File: src/rtl/fifo_drain_pkg.sv
// Shared types and constants for the FIFO read-side drain controller.
package fifo_drain_pkg;

  typedef enum logic [1:0] {
    IDLE,
    RUN,
    FLUSH,
    ABORT
  } state_t;

  localparam int SKID_DEPTH   = 2;
  localparam int READ_LATENCY = 1;

endpackage

File: src/rtl/fifo_drain_if.sv
// FIFO read port plus outgoing byte stream, bundled for the drain controller.
interface fifo_drain_if #(
  parameter int DATA_WIDTH = 8
);

  logic                  fifo_rden;
  logic [DATA_WIDTH-1:0] fifo_data;
  logic                  fifo_oready;
  logic                  fifo_err;
  logic [DATA_WIDTH-1:0] tdata;
  logic                  tvalid;
  logic                  tready;
  logic                  tlast;

  modport master (
    output fifo_rden, tdata, tvalid, tlast,
    input  fifo_data, fifo_oready, fifo_err, tready
  );

  modport slave (
    input  fifo_rden, tdata, tvalid, tlast,
    output fifo_data, fifo_oready, fifo_err, tready
  );

endinterface

File: src/rtl/fifo_drain_skid_buffer_2.sv
// Two-entry register FIFO that absorbs read data arriving after the FIFO's read latency.
module skid_buffer_2
  import fifo_drain_pkg::*;
#(
  parameter int DATA_WIDTH = 8,
  localparam int OCC_W     = $clog2(SKID_DEPTH + 1)
) (
  input  logic                  clk,
  input  logic                  reset,
  input  logic                  push,
  input  logic [DATA_WIDTH-1:0] din,
  input  logic                  pop,
  input  logic                  flush,
  output logic [OCC_W-1:0]      occ,
  output logic [DATA_WIDTH-1:0] dout
);

  logic [DATA_WIDTH-1:0] head;
  logic [DATA_WIDTH-1:0] tail;
  logic                  pop_ok;

  assign pop_ok = pop && (occ != '0);
  assign dout   = head;

  // Head only moves on a pop, so the presented byte holds while it waits.
  always_ff @(posedge clk or negedge reset) begin
    if (!reset) begin
      occ  <= '0;
      head <= '0;
      tail <= '0;
    end else if (flush) begin
      occ <= '0;
    end else begin
      case ({push, pop_ok})
        2'b10: begin
          if (occ == '0) head <= din;
          else           tail <= din;
          occ <= occ + OCC_W'(1);
        end
        2'b01: begin
          head <= tail;
          occ  <= occ - OCC_W'(1);
        end
        2'b11: begin
          if (occ == OCC_W'(1)) begin
            head <= din;
          end else begin
            head <= tail;
            tail <= din;
          end
        end
        default: begin
        end
      endcase
    end
  end

endmodule

File: src/rtl/fifo_drain.sv
// Drains a requested number of bytes from the byte FIFO into a valid/ready stream
// with a last marker, aborting cleanly on a FIFO error.
module fifo_drain
  import fifo_drain_pkg::*;
#(
  parameter int DATA_WIDTH = 8,
  parameter int LEN_WIDTH  = 8
) (
  input  logic                 clk,
  input  logic                 reset,
  input  logic                 start,
  input  logic [LEN_WIDTH-1:0] len,
  fifo_drain_if.master         bus,
  output logic                 busy,
  output logic                 done,
  output logic                 err
);

  localparam int OCC_W = $clog2(SKID_DEPTH + 1);
  localparam int PW    = OCC_W + 1;

  state_t                  state, state_nx;
  logic [LEN_WIDTH-1:0]    len_q, issued, remaining;
  logic [READ_LATENCY-1:0] rd_pipe;
  logic [OCC_W-1:0]        occ;
  logic [DATA_WIDTH-1:0]   head;
  logic [PW-1:0]           pending;
  logic inflight, pop, rden, flush, load, done_nx, err_nx, credit_ok;

  assign inflight = rd_pipe[READ_LATENCY-1];
  assign pop      = bus.tvalid && bus.tready;

  // A read may only issue if its byte is guaranteed a skid slot when it lands.
  assign pending   = {1'b0, occ} + PW'(inflight);
  assign credit_ok = pending < (PW'(SKID_DEPTH) + PW'(pop));

  assign bus.fifo_rden = rden;
  assign bus.tvalid    = (occ != '0);
  assign bus.tdata     = head;
  assign bus.tlast     = bus.tvalid && (remaining == LEN_WIDTH'(1));
  assign busy          = (state != IDLE);

  skid_buffer_2 #(.DATA_WIDTH(DATA_WIDTH)) u_skid (
    .clk   (clk),
    .reset (reset),
    .push  (inflight),
    .din   (bus.fifo_data),
    .pop   (pop),
    .flush (flush),
    .occ   (occ),
    .dout  (head)
  );

  always_comb begin
    state_nx = state;
    rden     = 1'b0;
    flush    = 1'b0;
    load     = 1'b0;
    done_nx  = 1'b0;
    err_nx   = err;
    case (state)
      IDLE: begin
        if (start) begin
          err_nx = 1'b0;
          if (len != '0) begin
            load     = 1'b1;
            state_nx = RUN;
          end else begin
            done_nx = 1'b1;
          end
        end
      end
      RUN: begin
        if (bus.fifo_err) begin
          state_nx = ABORT;
          err_nx   = 1'b1;
          flush    = 1'b1;
        end else begin
          rden = bus.fifo_oready && (issued < len_q) && credit_ok;
          if (rden && (issued == len_q - LEN_WIDTH'(1))) state_nx = FLUSH;
        end
      end
      FLUSH: begin
        if (bus.fifo_err) begin
          state_nx = ABORT;
          err_nx   = 1'b1;
          flush    = 1'b1;
        end else if (pop && (remaining == LEN_WIDTH'(1))) begin
          state_nx = IDLE;
          done_nx  = 1'b1;
        end
      end
      ABORT: state_nx = IDLE;
      default: state_nx = IDLE;
    endcase
  end

  always_ff @(posedge clk or negedge reset) begin
    if (!reset) begin
      state     <= IDLE;
      done      <= 1'b0;
      err       <= 1'b0;
      rd_pipe   <= '0;
      len_q     <= '0;
      issued    <= '0;
      remaining <= '0;
    end else begin
      state   <= state_nx;
      done    <= done_nx;
      err     <= err_nx;
      rd_pipe <= flush ? '0 : READ_LATENCY'({rd_pipe, rden});
      if (load) begin
        len_q     <= len;
        remaining <= len;
        issued    <= '0;
      end else begin
        if (rden) issued <= issued + LEN_WIDTH'(1);
        if (pop && (remaining != '0)) remaining <= remaining - LEN_WIDTH'(1);
      end
    end
  end

endmodule

File: src/flat_wrapper.sv
// flat-port wrapper written by rule: the top's interface ports become plain ports
module fifo_drain_flat import fifo_drain_pkg::*;
#(
  parameter int DATA_WIDTH = 8,
  parameter int LEN_WIDTH  = 8
)
  (clk, reset, start, len, busy, done, err, bus_fifo_rden, bus_tdata, bus_tvalid, bus_tlast, bus_fifo_data, bus_fifo_oready, bus_fifo_err, bus_tready);
  fifo_drain_if #(.DATA_WIDTH(DATA_WIDTH)) bus_i ();
  input  logic clk;
  input  logic reset;
  input  logic start;
  input  logic [LEN_WIDTH-1:0] len;
  output logic busy;
  output logic done;
  output logic err;
  output wire logic [$bits(bus_i.fifo_rden)-1:0] bus_fifo_rden;
  output wire logic [$bits(bus_i.tdata)-1:0] bus_tdata;
  output wire logic [$bits(bus_i.tvalid)-1:0] bus_tvalid;
  output wire logic [$bits(bus_i.tlast)-1:0] bus_tlast;
  input wire logic [$bits(bus_i.fifo_data)-1:0] bus_fifo_data;
  input wire logic [$bits(bus_i.fifo_oready)-1:0] bus_fifo_oready;
  input wire logic [$bits(bus_i.fifo_err)-1:0] bus_fifo_err;
  input wire logic [$bits(bus_i.tready)-1:0] bus_tready;
  assign bus_fifo_rden = bus_i.fifo_rden;
  assign bus_tdata = bus_i.tdata;
  assign bus_tvalid = bus_i.tvalid;
  assign bus_tlast = bus_i.tlast;
  assign bus_i.fifo_data = bus_fifo_data;
  assign bus_i.fifo_oready = bus_fifo_oready;
  assign bus_i.fifo_err = bus_fifo_err;
  assign bus_i.tready = bus_tready;
  fifo_drain #(.DATA_WIDTH(DATA_WIDTH), .LEN_WIDTH(LEN_WIDTH)) u_core (.clk(clk), .reset(reset), .start(start), .len(len), .bus(bus_i), .busy(busy), .done(done), .err(err));
endmodule
File: config.mk
export PLATFORM = sky130hd
export DESIGN_NAME = fifo_drain_flat
export DESIGN_NICKNAME = d
export VERILOG_FILES = /design/src/rtl/fifo_drain_pkg.sv /design/src/rtl/fifo_drain_if.sv /design/src/rtl/fifo_drain_skid_buffer_2.sv /design/src/rtl/fifo_drain.sv /design/src/flat_wrapper.sv
export SDC_FILE = /design/constraint.sdc
export NUM_CORES = 1
export LEC_CHECK = 0
export CAP_MARGIN = 40
export CELL_PAD_IN_SITES_DETAIL_PLACEMENT = 1
export CELL_PAD_IN_SITES_GLOBAL_PLACEMENT = 1
export CORE_UTILIZATION = 38
export DETAILED_ROUTE_END_ITERATION = 8
export HOLD_SLACK_MARGIN = 0.15
export PLACE_DENSITY = 0.69
export SYNTH_ARGS = -nofsm -noshare
export SYNTH_HDL_FRONTEND = slang
export SYNTH_SLANG_ARGS = --single-unit
File: constraint.sdc
create_clock -name clk -period 2.9 [get_ports clk]
set_input_delay 0.725 -clock clk [delete_from_list [all_inputs] [get_ports clk]]
set_output_delay 0.725 -clock clk [all_outputs]
set_load 0.01 [all_outputs]
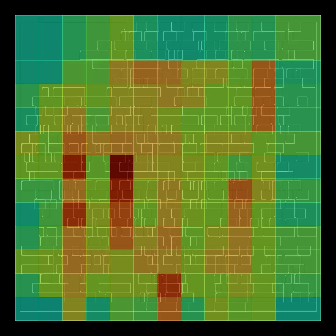
run_1/congestion.png
wire per inst: 15.8 microns
Top Usage Layer GRT: met2
grt met1 use: 28.5%
met3 GRT Util: 3.69%

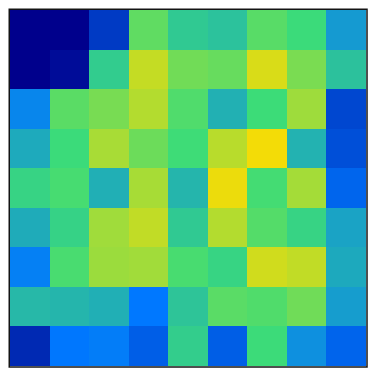
run_1/cell_density.png
Scale: 4 px per micron. 9 x 9 tiles, from dark blue (low) to red (high), 0 to 100% covered.
The mean over all tiles is 44%. 3.7% of the tiles are nearly empty. The emptiest ninth of the die: north-west. The fullest tile reaches 73%. The densest ninth of the die: center.

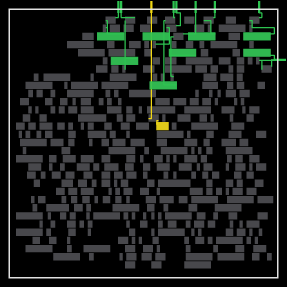
run_1/io_fan.png
Scale: 3 px per micron.
Key: yellow = bus_fifo_oready [bits 1, direction input, edge north, end cells 1, wire 38.6 microns]; green = bus_tdata [bits 8, direction output, edge 7 north, 1 east, end cells 8, wire 168 microns]

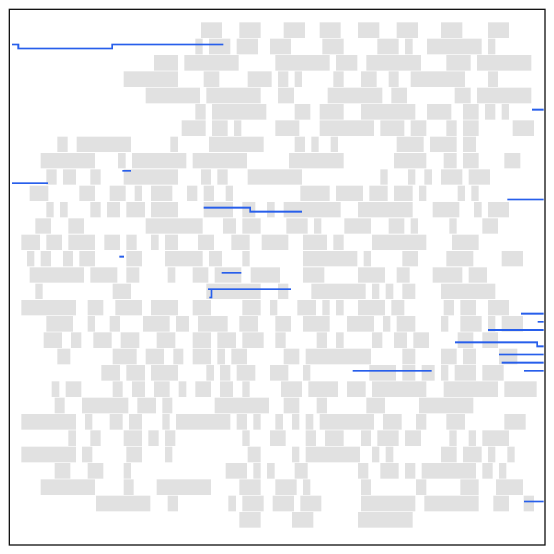
run_1/layer_met3.png
Scale: 6 px per micron. Cells faint in the background.
15 nets have wire on it. The longest straight run is 18.4 microns.

==> qor.csv, run 1 <==
metric;value;unit
TAP cells;99;
kind of critical path;reg -> out;
CTS sink cnt;47;
Final Hold Violating Endpoints;0;
Seq cells post-synth;47;
hold crit path type;in -> async;
GRT Total Usage;20.6;%
status;finished, final reports clean;
CP peak stage delay;0.54;ns
Adder Share, Synth;10.4;%
Clock Network Area Fraction;3.09;%
flop count;47;
RD Place Congestion;0.818;
Ys Warns;0;
Post-synth EDFFs;0;
combinational share of cell area;43.8;%
tally of OpenROAD warnings;34;
Max FO, Critical Path;4;
DRT antenna net count;0;
number of logic gates;217;
Final Skew;0.00968;ns
yosys xor share;5.48;%
register share after synthesis;40.9;%
Avg Vias per Cell;5.21;
Chip Width;89.0;microns
critical path's top delay family;buffers and inverters;
Syn Area/Cell;9.66;sq um
Clock buffer cells;5;
DIE AREA;0.00793;sq mm
flop-to-flop setup slack;0.52;ns
Leading cell kind;combinational gates;
[run 1: per-layer routing]
metal	GRT usage, %	routed length, microns
met2	34.0	3470
met5	0	0
met4	4.76	65
met3	3.69	146
met1	28.5	3540
[run 1: cell usage after synthesis, drive strengths merged (3+ instances only)]
cell type and count:
nand2 22, inv 25, dfrtp 47, a22oi 8
clkbuf 5, nor2b 6, nand3 4, nor4 4
nor3 3, xor2 7, mux2 8, xnor2 11
o21ai 24, nand2b 6, a211oi 3, ha 24
mux2i 3, nor2 23, nand4 3, a211o 3
a21oi 19, buf 4
[run 1: power by group]
part	internal [mW]	switching [mW]	total (mW)
sequential	0.929	0.208	1.14
clock	0.257	0.227	0.483
combinational	0.851	0.911	1.76
total	2.04	1.35	3.38
==> run 1 -> run 2 <==
--- a/config.mk
+++ b/config.mk
@@ -9,9 +9,10 @@
 export CELL_PAD_IN_SITES_DETAIL_PLACEMENT = 1
 export CELL_PAD_IN_SITES_GLOBAL_PLACEMENT = 1
 export CORE_UTILIZATION = 38
+export CTS_CLUSTER_DIAMETER = 40
 export DETAILED_ROUTE_END_ITERATION = 8
 export HOLD_SLACK_MARGIN = 0.15
-export PLACE_DENSITY = 0.69
+export PLACE_DENSITY_LB_ADDON = 0.1
 export SYNTH_ARGS = -nofsm -noshare
 export SYNTH_HDL_FRONTEND = slang
 export SYNTH_SLANG_ARGS = --single-unit
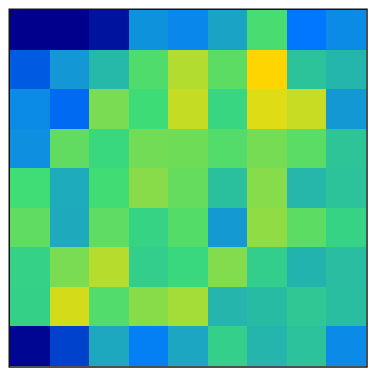
run_2/cell_density.png
Scale: 4 px per micron. 9 x 9 tiles, from dark blue (low) to red (high), 0 to 100% covered.
3.7% of the tiles are nearly empty. The fullest tile reaches 76%. The mean over all tiles is 45%.

==> qor.csv, run 2 <==
metric;value;unit;change
status;finished, final reports clean;;
critical path's top delay family;buffers and inverters;;
Clock buffer cells;5;;unchanged
DIE AREA;0.00793;sq mm;unchanged
RD Place Congestion;0.807;;-1.4%
Pwr top;combinational logic;;
most instantiated cells after synthesis;47 x dfrtp_1, 25 x inv_1, 24 x ha_1, 23 x nor2_1;;
hold crit path type;in -> async;;
CTS sink cnt;47;;unchanged
Flop pwr share;33.2;%;-0.4 points
Post-synth EDFFs;0;;unchanged
Leading cell kind;combinational gates;;
Final Skew;0.00389;ns;-0.00579 ns
TAP cells;99;;unchanged
top-count cell post-synth;dfrtp_1;;
Avg Vias per Cell;5.18;;-0.71%
Seq cells post-synth;47;;unchanged
switching share of power;39.8;%;+0.061 points
Clk power;0.480;mW;about the same
yosys xor share;5.48;%;unchanged
combinational power share;52.7;%;+0.6 points
Syn Area/Cell;9.66;sq um;unchanged
flop count;47;;unchanged
DRT antenna net count;0;;unchanged
Max FO, Critical Path;4;;unchanged
combinational share of cell area;43.8;%;-0.073 points
sequential power;1.13;mW;about the same
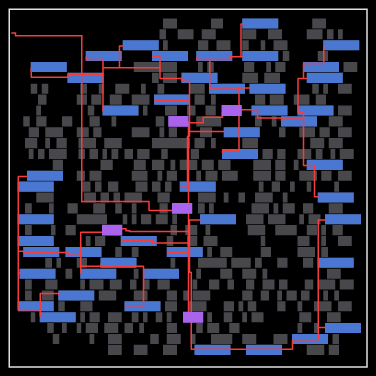
run_2/clk_routes.png
Scale: 4 px per micron.
Key: red = clock wires [length 672 microns]; blue = flip-flops [count 47]; purple = clock drivers [count 5]
There are 6 routed clock nets. Position of the flops: all over the die.

## run 2: cell types whose count changed in the layout (fill, tap and decap cells not counted), sizes merged
cell and change:
clkinv -2, clkinvlp +1, buf +1
## run 2: what timing repair did
item / in CTS / in global routing
buffers inserted: 2 / 0
pin swaps: 1 / 0
setup endpoints to repair: 2 / 1
resized: 4 / 1
hold endpoints to repair: 0 / 0
## run 2: per-layer routing
layer  share of wire (%)  vias to the layer above  global-route usage, %
li1                    -                     1175                      -
met2                  49                       28                   36.9
met4                 1.2                        0                   6.06
met5                   0                        -                      0
met3                 1.8                        6                   2.77
met1                  48                     1156                   27.2
==> run 2 -> run 3 <==
--- a/config.mk
+++ b/config.mk
@@ -9,7 +9,7 @@
 export CELL_PAD_IN_SITES_DETAIL_PLACEMENT = 1
 export CELL_PAD_IN_SITES_GLOBAL_PLACEMENT = 1
 export CORE_UTILIZATION = 38
-export CTS_CLUSTER_DIAMETER = 40
+export CTS_BUF_LIST = sky130_fd_sc_hd__clkbuf_8
 export DETAILED_ROUTE_END_ITERATION = 8
 export HOLD_SLACK_MARGIN = 0.15
 export PLACE_DENSITY_LB_ADDON = 0.1
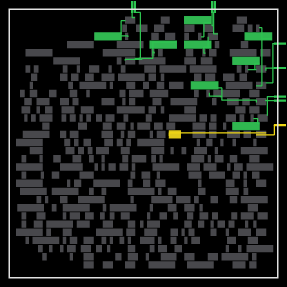
run_3/io_fan.png
Scale: 3 px per micron.
Key: green = bus_tdata [bits 8, direction output, edge 4 east, 4 north, end cells 8, wire 178 microns]; yellow = bus_fifo_oready [bits 1, direction input, edge east, end cells 1, wire 43.1 microns]

==> qor.csv, run 3 <==
metric;value;unit;change
status;finished, final reports clean;;
critical path's top delay family;buffers and inverters;;
Clock buffer cells;5;;unchanged
vias in the first global route;2540;;
Clk power;0.480;mW;about the same
Seq cells post-synth;47;;unchanged
DRT antenna net count;0;;unchanged
CTS sink cnt;47;;unchanged
CP Launch Point;u_core.u_skid.occ[0]$_DFFE_PN0P_;;
final worst path period share;95.4;%;
Max FO, Critical Path;4;;unchanged
final wirelength;7.32;mm;
fin crit period;2.77;ns;
combinational share of cell area;43.8;%;unchanged
setup TNS;0;ns;
Syn Area/Cell;9.66;sq um;unchanged
DIE AREA;0.00793;sq mm;unchanged
Flop pwr share;33.2;%;about the same
flop count;47;;unchanged
RD Place Congestion;0.807;;unchanged
hold crit path type;in -> async;;
Post-synth EDFFs;0;;unchanged
top-count cell post-synth;dfrtp_1;;
Largest logic family;simple AND/OR/NAND/NOR gates;;
most instantiated cells after synthesis;47 x dfrtp_1, 25 x inv_1, 24 x ha_1, 23 x nor2_1;;
TAP cells;99;;unchanged
switching share of power;39.8;%;unchanged
Leading cell kind;combinational gates;;
Final HPWL DP;5.81;mm;
yosys xor share;5.48;%;unchanged
combinational power share;52.7;%;about the same
Avg Vias per Cell;5.18;;unchanged
sequential power;1.13;mW;about the same
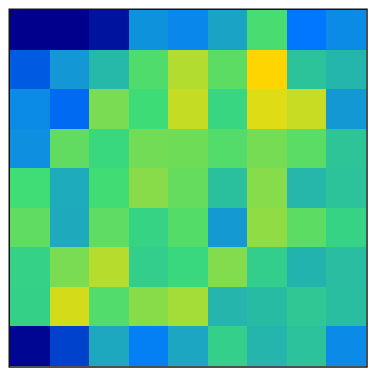
run_3/cell_density.png
Scale: 4 px per micron. 9 x 9 tiles, from dark blue (low) to red (high), 0 to 100% covered.
The fullest tile reaches 76%. The mean over all tiles is 45%. 1.2% of the tiles are over 75% full. The emptiest ninth of the die: north-west.

-- run 3: cell counts after synthesis --
No cell type changed its count.
-- run 3: routing by layer --
metal / track usage (%) / share of wire (%)
met5: 0 / 0
met1: 27.2 / 48
met4: 6.06 / 1.2
met3: 2.77 / 1.8
met2: 36.9 / 49
-- run 3: cells by family (layout without fill, tap and decap cells) --
kind of cell / count (synthesis) / in the layout
and+or+nand+nor: 88 / 88
AOI/OAI and AO/OA: 76 / 76
DFF: 47 / 47
buffers and inverters: 34 / 94
adders and majority gates: 24 / 24
xor gates and xnor gates: 18 / 18
muxes: 11 / 11
-- run 3: repair_timing --
action | CTS | global route
hold buffers | 0 | 0
gates resized | 4 | 1
buffers inserted | 2 | 0
gates cloned | 0 | 0
endpoints found under the setup margin | 2 | 1
pin swaps | 1 | 0
Power figures rest on the tool's default switching activity, not on a simulated workload.
